==> config.mk <==
export PLATFORM = sky130hd
export DESIGN_NAME = alu_arbiter
export DESIGN_NICKNAME = d
export VERILOG_FILES = /design/src/rtl/alu_pkg.sv /design/src/rtl/rr_pick.sv /design/src/rtl/alu_arbiter.sv
export SDC_FILE = /design/constraint.sdc
export NUM_CORES = 1
export LEC_CHECK = 0
export CORE_UTILIZATION = 37
export CTS_BUF_LIST = sky130_fd_sc_hd__clkbuf_8
export DETAILED_ROUTE_END_ITERATION = 8
export GPL_TIMING_DRIVEN = 0
export PLACE_DENSITY_LB_ADDON = 0.15
export SLEW_MARGIN = 20
export SYNTH_ARGS = -nofsm -noshare
export SYNTH_HDL_FRONTEND = slang
export SYNTH_SLANG_ARGS = --single-unit
==> constraint.sdc <==
create_clock -name clk -period 1.3 [get_ports clk]
set_input_delay 0.26 -clock clk [delete_from_list [all_inputs] [get_ports clk]]
set_output_delay 0.26 -clock clk [all_outputs]
set_load 0.1 [all_outputs]
Run 1, metal 1:
Bar = 20 um. Supply wires on this layer in grey.
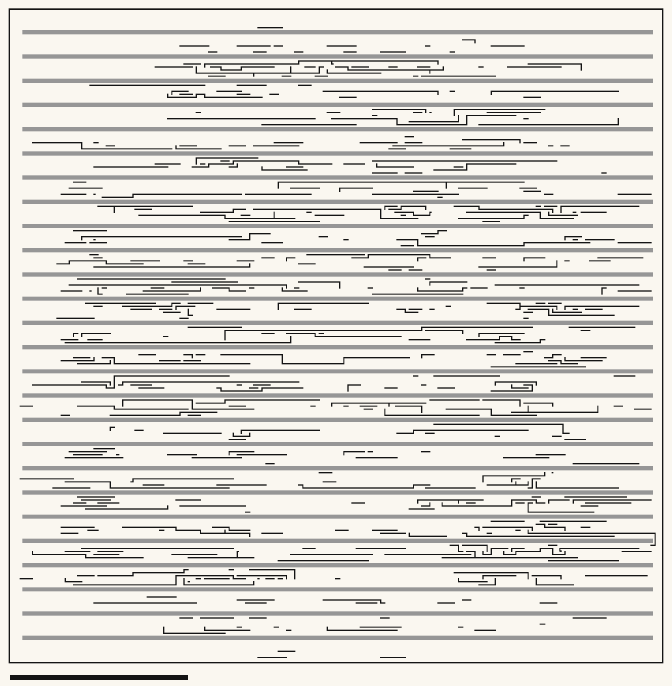
main direction	horizontal
wire length on this layer	2,250 um
longest straight run	27.6 um
nets with wire on the layer	272
share of all routed wire	45%
final wirelength: 5.02 mm
met1 Use GR: 0.263
via count: 1,626

Run 1, signal wires on met2:
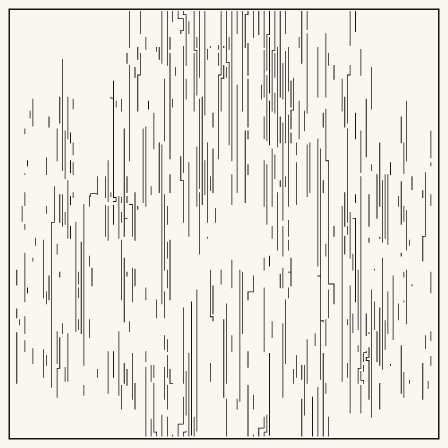
main direction	vertical
share of all routed wire	49%
M2 GR Usage: 0.322

Run 1, the metal 3 layer:
Bar = 20 um.
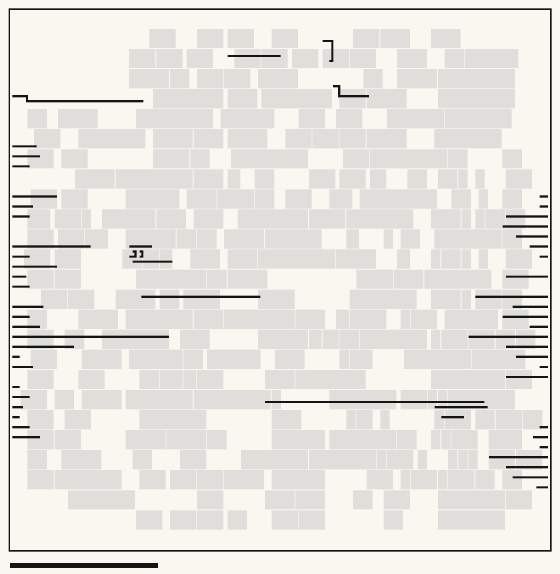
longest straight run	29.4 um
wire length on this layer	289 um
met3 usage: 0.0456

==> results_slide.txt, run 1 <==
Flow Results at a Glance

Place
  – Port bufs: roughly 95
  – RD Place Congestion: approximately 0.7
  – Dpl cell area: 0.00301 mm2

Final timing
  – Final Cycle Share: 1.30
  – Final Hold Viols: 0
  – Setup ws final: -0.387 ns
  – Setup TNS: -7.62 ns
  – # setup viols final: 39
  – Slew @ Worst Pin: 0.741 ns

CTS
  – Gates resized, CTS repair: 283
  – Clock-pin slew on the worst setup and hold paths: 0.07 ns

Synth
  – Post-synth EDFFs: 0
  – Basic Gates by Area: 0.138
  – Syn avg cell area: 12.5 um2
  – Top-area cell share: 0.480
  – Main flop type: dfrtp_1
  – Ao+oa area frac: 0.147
  – Multiplexer share: 0.158
  – Post-synth seq share: 0.494
  – Synth Cell Area: 0.00188 mm2
  – Synth area leader: dfrtp_1
  – Xor/xnor share of the synthesized area: 0
  – FF+latch count, synth: 37

Critical path
  – Cells on worst reg2reg path: 5
  – CP arrival: between 1 and 1.5 ns
  – Crit Path Category: reg -> out

Global routing
  – Pin count of the biggest net entering global routing: 21
  – GRT Resource Usage Total: 0.196
  – Vias in the first global route: 1,555
  – First-pass GRT wire length: 7.91 mm

Run status
  – Status: finished with violations
  – Violated checks: negative setup slack

Die
  – Ports: 96

Cells and area
  – # fillers: 372
  – Non-CTS inverters: 1
  – Buffering overhead: 0.380
  – Final std cells w/o fill: 338

Worst hold path
  – Worst Hold Class: in -> async
Run 1, clock wiring as the flow saved it:
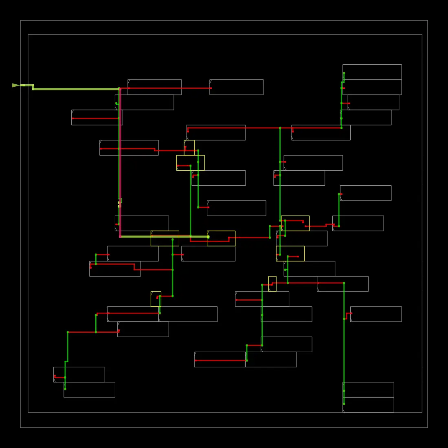

==> run 1 -> run 2 <==
- CORE_UTILIZATION: 37 -> 44
- clock period: 1.3 -> 2 ns (I/O delays scaled with it)
Run 2, clock wiring as the flow saved it:
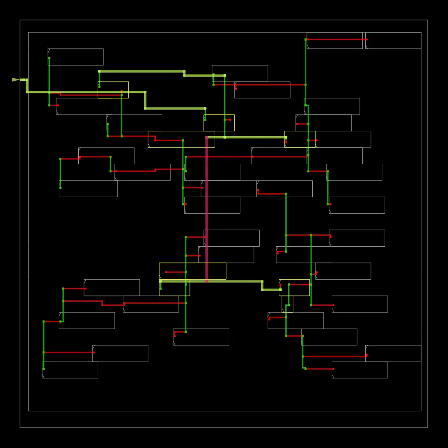
clock sink count: 37
clock buffer count: 5
Flops: 37
Setup Skew: 0.00431 ns
Num CTS Buffers: 5

==> run 2 against run 1 <==
  * The run now ends clean
  * Sequential share of layout area up 1.7 points
  * Global-route usage up 2.8 points
  * Cell area down 9.6%
  * Register-to-register slack better by 0.67 ns
  * Synthesized cell count unchanged
  * Sequential cell count unchanged
  * Clock skew about the same
  * Non-clock buffer count down 16
  * First-iteration DRC count down 18%
  * Critical endpoint is now alu_op[1]
==> results_slide.txt, run 2 <==
Flow Results at a Glance

Critical path
  – CP arrival: 1.59 ns
  – Crit Path Category: reg -> out
  – Cells on worst reg2reg path: 5

Run
  – OpenROAD warnings: 27

Place
  – Port bufs: 95
  – HPWL after detailed placement: 3.54 mm
  – RD Place Congestion: 0.764

Synth
  – Xor/xnor share of the synthesized area: 0
  – Basic Gates by Area: 0.138
  – Main flop type: dfrtp_1
  – FF+latch count, synth: 37
  – Synth Cell Area: 0.00188 mm2
  – Syn avg cell area: approximately 13 um2
  – Synth area leader: dfrtp_1
  – Post-synth EDFFs: 0
  – Post-synth seq share: 0.494
  – Top-area cell share: 0.480

Global routing
  – Met3 usage: 0.0625
  – Met1 Use GR: 0.274
  – Vias in the first global route: 1,553
  – M2 GR Usage: 0.388
  – Pin count of the biggest net entering global routing: 28
  – First-pass GRT wire length: ~7.4 mm

Final timing
  – Final Cycle Share: 0.995
  – Setup ws final: 0.0109 ns
  – # setup viols final: 0
  – Slew @ Worst Pin: 0.990 ns
  – Max Slew Vio Count: 0
  – Final Hold Viols: 0
  – Setup TNS: 0 ns

Cells and area
  – Buffering overhead: 0.349
  – Final std cells w/o fill: 305
  – Non-CTS inverters: 1

Run status
  – Status: complete, no violations

CTS
  – Clock-pin slew on the worst setup and hold paths: roughly 0.070 ns
  – Gates resized, CTS repair: between 70 and 80
